$ cat src/rtl/wb_mem_responder_pkg.sv
// Shared types and bus widths for the Wishbone memory responder.
package wb_mem_responder_pkg;

    localparam int DATA_W = 32;
    localparam int SEL_W  = 4;

    typedef enum logic [1:0] {
        IDLE = 2'd0,
        WAIT = 2'd1,
        ACK  = 2'd2,
        GAP  = 2'd3
    } state_t;

endpackage

$ cat src/rtl/wb_mem_responder_ram.sv
// DEPTH x 32 byte-enable word RAM: asynchronous clear, single-cycle write,
// combinational read (the parent registers the read result).
module wb_mem_responder_ram
    import wb_mem_responder_pkg::*;
#(
    parameter  int DEPTH = 16,
    localparam int AW    = $clog2(DEPTH)
) (
    input  logic              clock,
    input  logic              reset,
    input  logic              i_we,
    input  logic [AW-1:0]     i_idx,
    input  logic [DATA_W-1:0] i_dat,
    input  logic [SEL_W-1:0]  i_sel,
    output logic [DATA_W-1:0] o_rdat
);

    logic [DATA_W-1:0] r_mem [DEPTH];

    // Byte-lane write of the selected word; whole array clears on reset.
    // NOTE: every word is reset because the bus contract promises zeroed
    // memory after reset; this keeps the array in flops, not an SRAM macro.
    // NOTE: non-blocking assignments so every flop samples pre-edge values.
    always_ff @(posedge clock or posedge reset) begin
        if (reset) begin
            for (int i = 0; i < DEPTH; i++) begin
                r_mem[i] <= '0;
            end
        end else if (i_we) begin
            for (int k = 0; k < SEL_W; k++) begin
                if (i_sel[k]) begin
                    r_mem[i_idx][8*k +: 8] <= i_dat[8*k +: 8];
                end
            end
        end
    end

    assign o_rdat = r_mem[i_idx];

endmodule

$ cat src/rtl/wb_mem_responder.sv
// Wishbone-style memory responder: request capture, IDLE/WAIT/ACK/GAP FSM,
// wait states from i_stall. Optional macro WB_MEM_RESPONDER_FAIRNESS_EN adds
// a stall counter that forces an ack after MAX_STALL stalled WAIT cycles.
module wb_mem_responder
    import wb_mem_responder_pkg::*;
#(
    parameter  int DEPTH     = 16,
    parameter  int MAX_STALL = 7,
    localparam int AW        = $clog2(DEPTH)
) (
    input  logic              clock,
    input  logic              reset,
    input  logic [DATA_W-1:0] i_wb_adr,
    input  logic [DATA_W-1:0] i_wb_dat,
    input  logic [SEL_W-1:0]  i_wb_sel,
    input  logic              i_wb_we,
    input  logic              i_wb_cyc,
    input  logic              i_stall,
    output logic [DATA_W-1:0] o_wb_rdt,
    output logic              o_wb_ack
);

    state_t            r_state;
    logic [AW-1:0]     r_idx;
    logic [DATA_W-1:0] r_dat;
    logic [SEL_W-1:0]  r_sel;
    logic              r_we;

    logic              w_force_ack;
    logic              w_go_ack;
    logic              w_ram_we;
    logic [DATA_W-1:0] w_ram_rdat;

    // Address bits outside the word index are ignored (aliasing).
    logic w_unused_adr;
    assign w_unused_adr = ^{i_wb_adr[DATA_W-1:AW+2], i_wb_adr[1:0]};

`ifdef WB_MEM_RESPONDER_FAIRNESS_EN
    localparam int STALL_W = $clog2(MAX_STALL + 1);

    logic [STALL_W-1:0] r_stall_cnt;

    // Count stalled WAIT cycles; clear whenever WAIT is left or not occupied.
    always_ff @(posedge clock or posedge reset) begin
        if (reset) begin
            r_stall_cnt <= '0;
        end else if (r_state == WAIT && i_wb_cyc && !w_go_ack) begin
            r_stall_cnt <= r_stall_cnt + 1'b1;
        end else begin
            r_stall_cnt <= '0;
        end
    end

    assign w_force_ack = (r_stall_cnt == STALL_W'(MAX_STALL));
`else
    logic w_unused_max_stall;
    assign w_unused_max_stall = 1'(MAX_STALL);
    assign w_force_ack        = 1'b0;
`endif

    // A live, un-aborted WAIT cycle completes when not stalled (or forced).
    assign w_go_ack = (r_state == WAIT) && i_wb_cyc && (!i_stall || w_force_ack);
    assign w_ram_we = w_go_ack && r_we;

    wb_mem_responder_ram #(
        .DEPTH (DEPTH)
    ) u_ram (
        .clock  (clock),
        .reset  (reset),
        .i_we   (w_ram_we),
        .i_idx  (r_idx),
        .i_dat  (r_dat),
        .i_sel  (r_sel),
        .o_rdat (w_ram_rdat)
    );

    // Request/ack FSM with captured request and registered rdt/ack.
    always_ff @(posedge clock or posedge reset) begin
        if (reset) begin
            r_state  <= IDLE;
            r_idx    <= '0;
            r_dat    <= '0;
            r_sel    <= '0;
            r_we     <= 1'b0;
            o_wb_ack <= 1'b0;
            o_wb_rdt <= '0;
        end else begin
            o_wb_ack <= 1'b0;
            o_wb_rdt <= '0;
            case (r_state)
                IDLE: begin
                    if (i_wb_cyc) begin
                        r_idx   <= i_wb_adr[AW+1:2];
                        r_dat   <= i_wb_dat;
                        r_sel   <= i_wb_sel;
                        r_we    <= i_wb_we;
                        r_state <= WAIT;
                    end
                end
                WAIT: begin
                    if (!i_wb_cyc) begin
                        r_state <= IDLE;
                    end else if (w_go_ack) begin
                        o_wb_ack <= 1'b1;
                        o_wb_rdt <= r_we ? '0 : w_ram_rdat;
                        r_state  <= ACK;
                    end
                end
                ACK:     r_state <= GAP;
                GAP:     r_state <= IDLE;
                default: r_state <= IDLE;
            endcase
        end
    end

endmodule
$ cat config.mk
export PLATFORM = sky130hd
export DESIGN_NAME = wb_mem_responder
export DESIGN_NICKNAME = d
export VERILOG_FILES = /design/src/rtl/wb_mem_responder_pkg.sv /design/src/rtl/wb_mem_responder_ram.sv /design/src/rtl/wb_mem_responder.sv
export SDC_FILE = /design/constraint.sdc
export NUM_CORES = 1
export LEC_CHECK = 0
export CAP_MARGIN = 40
export CORE_MARGIN = 3
export CORE_UTILIZATION = 50
export CTS_BUF_LIST = sky130_fd_sc_hd__clkbuf_2 sky130_fd_sc_hd__clkbuf_4 sky130_fd_sc_hd__clkbuf_8
export DETAILED_ROUTE_END_ITERATION = 10
export GPL_TIMING_DRIVEN = 0
export PLACE_DENSITY = 0.75
export SYNTH_ARGS = -nofsm -noshare
export SYNTH_HDL_FRONTEND = slang
export SYNTH_SLANG_ARGS = --single-unit
$ cat constraint.sdc
create_clock -name clock -period 49.9 [get_ports clock]
set_clock_uncertainty 0.05 [all_clocks]
set_input_delay 9.98 -clock clock [delete_from_list [all_inputs] [get_ports clock]]
set_output_delay 9.98 -clock clock [all_outputs]
set_load 0.01 [all_outputs]
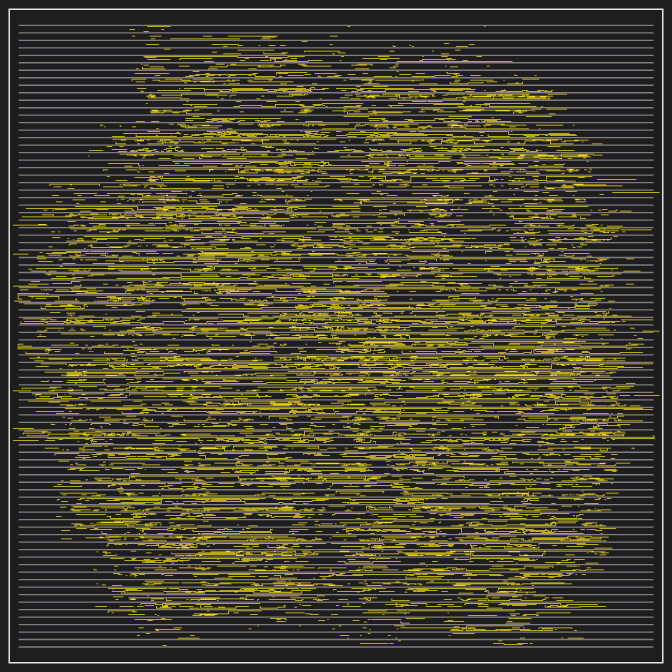
(run_1/met1.png)
Supply wires on this layer in grey.
wire length on this layer: 27.8 mm
longest straight run: 70.6 um
share of all routed wire: 43%
main direction: horizontal
nets with wire on the layer: 1758
via count of the routed design: 15.28k
met1 routing resource usage after global routing: 0.3150
aggregate routed wire length: 64170 um

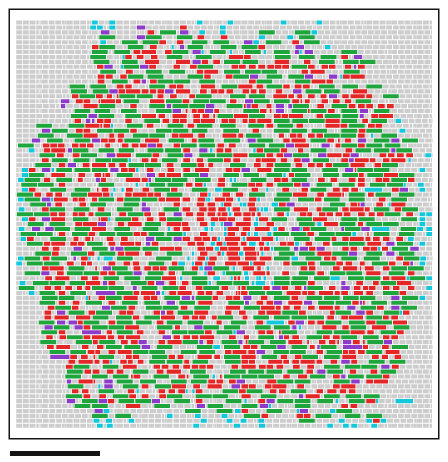
(run_1/cell_classes.png)
Scale bar: 50 um. Fill, decap, tap and diode cells in grey.
[all other logic] red | cells: 902
[other buffers and delay cells] cyan | cells: 205
[flops] green | cells: 588
[clock drivers and dummy loads] purple | cells: 168
flip-flop and latch share of the layout cell area: 0.4820
post-route design area: 30520 um^2
core utilization of the finished layout: 0.5867
number of cell rows: 83
area inside the core boundary: 52030 um^2

==> notes.md, run 1 <==
Implementation results

The flow ran to the end, and the final reports show no timing, DRC or antenna violations. Per the layout area report, the register area comes to 14710 um^2. The tree is rooted in a clkbuf_8. Per the synthesis report, the adder-cell share of the synthesized area is 0. The buffer_ports step reported a buffer count of 77. The die is 236.8 um tall. The switching power is 0.5064 mW. The most common cell after layout, fill and taps aside is dfrtp_1. The first global-routing pass estimated 99460 um of wire. The worst setup path is launched from an input pin. The portion of synthesized area spent on multiplexers is 0.3553. For this design the ratio of total power to cell area is 51.04 nW/um^2. The H-tree depth is 3. For this run, the post-layout net count is 1865. The final timing report counts setup violations totalling 0. For this run, the total global-route usage over all layers was measured as 0.2322.

Clock buffers in the final layout number 148. The maximum net fanout on the critical path is 10. The layout has 35 inverters outside the clock class. The share of total power dissipated in sequential elements is 0.422. Non-clock buffers in the final layout number 205. The area of the multi-input gates is 11190 um^2. The cell that appears most often on the critical path is clkbuf_1. The static leakage is 15.11 nW. The multi-input gate count is 867. In this run the VDD rail shows a maximum IR drop of 0.00003063 V. The type of the worst min-delay path is reg -> reg.

Per the post-run analysis, buffers plus inverters along the critical path come to 4. The largest cell class by area is sequential cells. The relative contribution of combinational cells to total power is 0.289. Synthesis handed over a netlist of 1609 instances.

The type of destination of the critical path is a register. By area, the combinational part of the netlist is dominated by multiplexers. The total count of max-transition violations in the final report is 0.

The wire length per cell after detailed routing is 25.24 um. The pre-CTS setup slack is 37.22 ns. The startpoint of the worst-slack reg-to-reg timing path is r_we. The start point of the worst hold path is r_state[0]. TritonCTS built the clock tree. The initial antenna violation count is 1. Yosys reports that the most numerous cell types are dfrtp_1 (588), mux2_2 (544), mux4_2 (128). The global route stage reports its total congestion overflow as 0.

The max-slew headroom at the worst pin is 0.3832. For this run the top cell type by instance count after synthesis was dfrtp_1. The post-synthesis simple-gate area fraction is 0.05394. The tool warning count is 62. The number of antenna cells inserted is 0. As reported, the later end of the worst-skew pair has a clock insertion delay of 0.69 ns. The buffer count from post-CTS setup fixing is 0.

The clock-pin slew of the registers on the worst-case setup and hold paths is 0.06 ns. The area growth from synthesis to layout is 14.64%. The compound-cell area share of the yosys netlist is 0.01090. The HPWL after detailed placement is 41940 um. The largest stage delay on the critical path is 0.72 ns. From left edge to right edge, the die measures 236.8 um. The post-cts repair resize count is 0. Data on the critical path arrives at its endpoint at 12.47 ns. The share of the core area taken by cells at floorplan is 0.5118. The async set or reset register ratio after synthesis is 1.000. In this run, the synthesized area fraction spent on xor and xnor cells is recorded as 0. The count of yosys warnings during synthesis is 0. After its last routability iteration, the placer logged a weighted congestion of 0.8419. In this run, synthesis inferred 0 flip-flops with an integrated enable.

In this run the remaining antenna-violating nets after routing total 0. The logic gate fraction of the total cell area is 0.3665. The filler cells instantiated in the layout total 3946.

The iteration-0 DRC count of the detailed router is 937. For reference, the final report shows the hold violation count at 0. The highest achievable clock rate is 0.08309 GHz. Each instance of the synthesized netlist takes up on average 16.55 um^2.
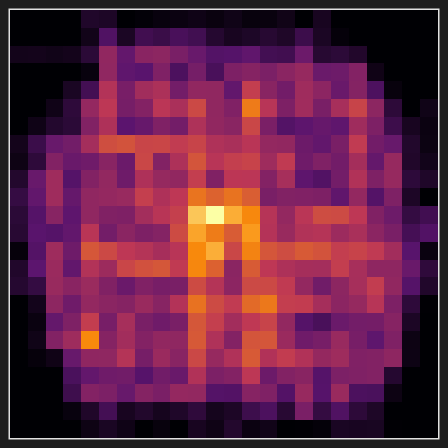
(run_1/wire_density.png)
24 x 24 tiles, from black (low) to pale yellow (high), scaled to the fullest tile. Values are wire area over tile area, all layers added.
densest ninth of the die: centre
tiles over half the peak: 14%
nearly empty tiles: 14%

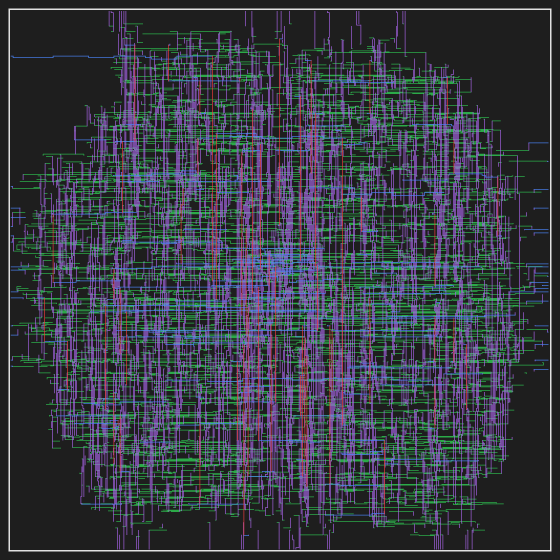
(run_1/metal_stack.png)
[met4] red | wire length: 2270 um
[met1] green | wire length: 27.8 mm
[met2] purple | wire length: 31.0 mm
[met3] blue | wire length: 3130 um

-- run 1: routing by layer --
| metal | wire [um] | vias up | global-route usage | share of wire |
|---|---|---|---|---|
| met5 | 0 | - | 0 | 0 |
| met4 | 2270 | 0 | 0.08888 | 0.035 |
| met3 | 3129 | 127 | 0.04810 | 0.049 |
| met2 | 30970 | 367 | 0.3715 | 0.48 |
| met1 | 27810 | 8282 | 0.3150 | 0.43 |
| li1 | - | 6503 | - | - |
-- run 1: state kept, by name, indices dropped and copies added, names as in the netlist, named ones only --
signal / count
o_wb_rdt: 32
r_sel: 4
r_idx: 4
o_wb_ack: 1
r_we: 1
u_ram.r_mem: 512
r_state: 1
r_dat: 32
-- run 1: stage by stage --
stage          hold WS, ns  instance area [um^2]  instances    util
6_report            0.4476                 30520       2543  0.5867
5_1_grt             0.4549                 30520       2543  0.5867
4_1_cts             0.4463                 30520       2543  0.5867
3_5_place_dp        0.4383                 28430       2375  0.5465
3_3_place_gp        0.4137                 28250       2366  0.5429
2_1_floorplan       0.4033                 26630       1609       -
-- run 1: power groups by stage --
stage	registers [mW]	clock network, mW	logic (mW)
5_1_grt	0.671	0.478	0.484
4_1_cts	0.656	0.459	0.454
3_3_place_gp	0.656	0	0.435
2_1_floorplan	0.637	0	0.339
3_5_place_dp	0.664	0	0.452
6_report	0.657	0.451	0.450
-- run 1: final timing paths --
path	end	slack [ns]	depth (start not counted)
worst min-delay path	r_state[0]	0.45	1
worst max-delay path	o_wb_rdt[9]	37.86	7
min in group asynchronous	o_wb_rdt[27]	9.75	2
worst min register to register	r_state[0]	0.45	1
max in group asynchronous	u_ram.r_mem[134]	38.40	4
worst max register to register	u_ram.r_mem[197]	47.09	4
==> run_1/final_placement.png <==
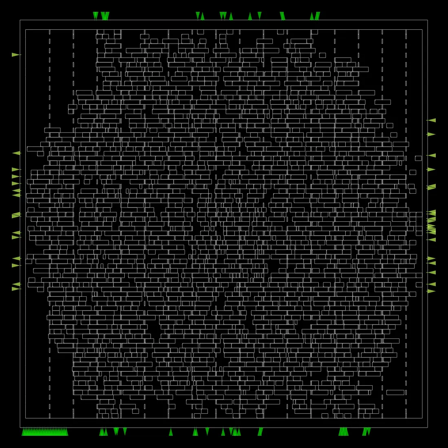

==> run 1 -> run 2 <==
--- a/config.mk
+++ b/config.mk
@@ -11,7 +11,7 @@
 export CTS_BUF_LIST = sky130_fd_sc_hd__clkbuf_2 sky130_fd_sc_hd__clkbuf_4 sky130_fd_sc_hd__clkbuf_8
 export DETAILED_ROUTE_END_ITERATION = 10
 export GPL_TIMING_DRIVEN = 0
-export PLACE_DENSITY = 0.75
+export PLACE_DENSITY = 0.77
 export SYNTH_ARGS = -nofsm -noshare
 export SYNTH_HDL_FRONTEND = slang
 export SYNTH_SLANG_ARGS = --single-unit
==> constraint.sdc (replaced) <==
create_clock -name clock -period 10.48 [get_ports clock]
set_clock_uncertainty 0.05 [all_clocks]
set_input_delay 2.096 -clock clock [delete_from_list [all_inputs] [get_ports clock]]
set_output_delay 2.096 -clock clock [all_outputs]
set_load 0.01 [all_outputs]
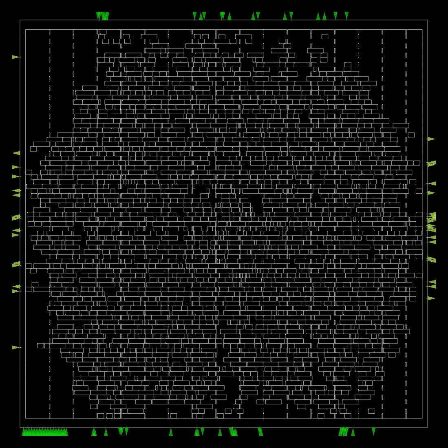
(run_2/final_placement.png)
final-layout fill cell count: 3847
sequential cell count of the final layout: 588

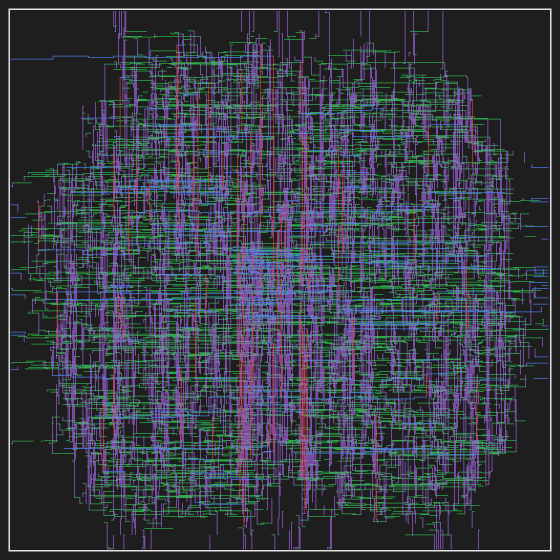
(run_2/metal_stack.png)
[met4] red | wire length: 2220 um
[met3] blue | wire length: 3740 um
[met1] green | wire length: 27.4 mm
[met2] purple | wire length: 31.4 mm
via count of the routed design: 15.46k
wire per inst: 25.41 um
Global Route Usage Sum: 0.2347

==> run 2 against run 1 <==
  * Hold slack is essentially flat
  * Global-route usage rose by 0.24 points
  * Utilization up 0.22 points
  * Sequential power went up to 4.8 times the previous value
  * Register-to-register slack worse by 39 ns
  * Via count is 1.2% higher
  * Setup slack got worse by 32 ns
  * Flip-flop count stayed put
  * Die area did not move
  * Critical endpoint is now o_wb_rdt[5]
  * Largest cell class unchanged
==> notes.md, run 2 <==
Implementation results

The run finished with clean final reports. The global-route wire length before repair came to 100600 um (+1.2%). The maximum VDD drop is 0.0001444 V (+370%). The average size of a mapped cell was 16.55 um^2 (unchanged). The end-of-flow core utilization is 0.5888 (+0.002164). Looking at the gate-level netlist, the highest instance count belongs to dfrtp_1. The type of the worst min-delay path is reg -> reg. The count of library flops with an enable pin came to 0 (unchanged). The cell class with the largest area share is sequential cells. The core footprint is 52030 um^2 (unchanged). The area of all sequential standard cells is 14710 um^2 (unchanged). The tool warning count is 54 (-13%).

The floorplan utilization was 0.5118 (unchanged). The final layout net count is 1878 (+0.70%). The TritonCTS clock tree is done. The routability-driven placement congestion ratio came to 0.8445 (+0.31%). The area of the multi-input gates is 11190 um^2 (unchanged). The multi-input gate count is 867 (unchanged).

The maximum net fanout on the critical path was 10 (unchanged). Yosys reports that the most numerous cell types are dfrtp_1 (588), mux2_2 (544), mux4_2 (128). The post-synthesis simple-gate area fraction is 0.05394 (unchanged).

The static leakage came to 15.16 nW (+0.33%). The horizontal extent of the die is 236.8 um (unchanged). The placed instance area is 28640 um^2 (+0.71%).

The buffer count from post-CTS setup fixing is 0 (unchanged). The register-to-register setup slack is 7.69 ns (-39.40 ns). The number of signal-net inverters in the final layout is 35 (unchanged).

The sort of element at the start of the critical path is an input pin. The largest register by flop count is u_ram.r_mem. The total wire length after detailed routing is 64760 um (+0.92%). The residual antenna-violating net count after detailed routing is 0 (unchanged). The post-route standard cell area excluding fillers is 30640 um^2 (+0.37%).

The count of placed standard cells in the final layout, fillers left out came to 2549 (+0.24%). The arrival time at the worst endpoint is 4.55 ns (-7.92 ns). The max-slew headroom at the worst pin is 0.4203 (+0.03708). Per the detail_route log, the uppermost layer with routed signals is met4. The row count is 83 (unchanged). The compound-cell area share of the yosys netlist is 0.01090 (unchanged). The final number of hold-violating endpoints is 0 (unchanged). In this build the clock could be raised as far as 0.2424 GHz. The post-cts repair resize count is 0 (unchanged). By area, the combinational part of the netlist is dominated by multiplexers. The XOR/XNOR share of the synthesized area is 0 (unchanged).

The type of destination of the critical path is a register. The clock-pin slew of the registers on the worst-case setup and hold paths is 0.06 ns (about the same). The initial antenna violation count is 0 (-1). The total global routing overflow is 0 (unchanged). The met2 wire length came to 31360 um (+1.3%). The iteration-0 DRC count of the detailed router was 987 (+5.3%). The async set or reset register ratio after synthesis is 1.000 (unchanged). The met1 routing resource usage after global routing is 0.3249 (+0.009941). The total count of max-transition violations in the final report came to 0 (unchanged). The flip-flop count of the largest register, all copies and words added is 512 (unchanged).

The instance count of the mapped netlist is 1609 (unchanged). The count of clock buffers in the final design is 149 (+0.68%). The count of yosys warnings during synthesis is 0 (unchanged). The met1 layer wirelength in the final routing is 27450 um (-1.3%). The clock root buffer is clkbuf_8. The routed wire length on met3 was 3736 um (+19%). The total power density per cell area is 240.2 nW/um^2 (+370%). The clock latency on the worst-skew pair is 0.68 ns (about the same). The vertical extent of the die came to 236.8 um (unchanged). The registers reported with the highest flop counts are u_ram.r_mem x512, o_wb_rdt x32, r_dat x32. The count of placed standard cells including taps is 2387 (+0.51%).

The total setup violations reported at the end of the flow is 0 (unchanged). The most common cell after layout, fill and taps aside is dfrtp_1.
-- run 2: netlist changes by cell type in the layout (fill, tap and decap cells not counted), sizes merged --
| cell | previous run | this run |
|---|---|---|
| clkinv | 10 | 6 |
| clkbuf | 196 | 197 |
| bufinv | 4 | 2 |
| buf | 80 | 93 |
| inv | 36 | 34 |
-- run 2: kinds of logic (layout without fill, tap and decap cells) --
kind of cell | after synthesis | in the layout
DFF | 588 | 588
buffers and inverters | 154 | 414
and+or+nand+nor | 120 | 120
muxes | 713 | 713
AOI/OAI and AO/OA | 34 | 34
-- run 2: stage by stage --
| stage | setup slack (ns) | hold slack, ns |
|---|---|---|
| after detailed placement | 5.695 | 0.4317 |
| after floorplan | 0.3186 | 0.4033 |
| after global placement | -2.765 | 0.4143 |
| final | 6.354 | 0.4478 |
| after CTS | 6.436 | 0.4465 |
| after global routing | 6.316 | 0.4555 |
-- run 2: where the power goes --
| group | total (mW) | internal, mW | switching (mW) |
|---|---|---|---|
| Combinational | 2.17 | 1.01 | 1.16 |
| Sequential | 3.13 | 2.77 | 0.354 |
| Clock | 2.06 | 1.17 | 0.889 |
-- run 2: path summary, 6_finish.rpt --
kind                                  start                to  depth (start not counted)
hold / removal             u_ram.r_mem[211]  u_ram.r_mem[211]                          1
setup reg to reg                       r_we  u_ram.r_mem[164]                          4
max in group asynchronous             reset  u_ram.r_mem[402]                          7
min in group asynchronous             reset   u_ram.r_mem[99]                          2
setup / recovery                    i_stall       o_wb_rdt[5]                          7
hold reg to reg            u_ram.r_mem[211]  u_ram.r_mem[211]                          1
-- run 2: critical path, stage by stage --
cell,delay [ns]
clkdlybuf4s50_1,0.56
nand4bb_1,0.16
buf_4,0.25
or3_1,0.14
clkbuf_1,0.35
clkbuf_1,0.69
o221ai_1,0.29
Power is estimated from default activity; no workload was simulated.
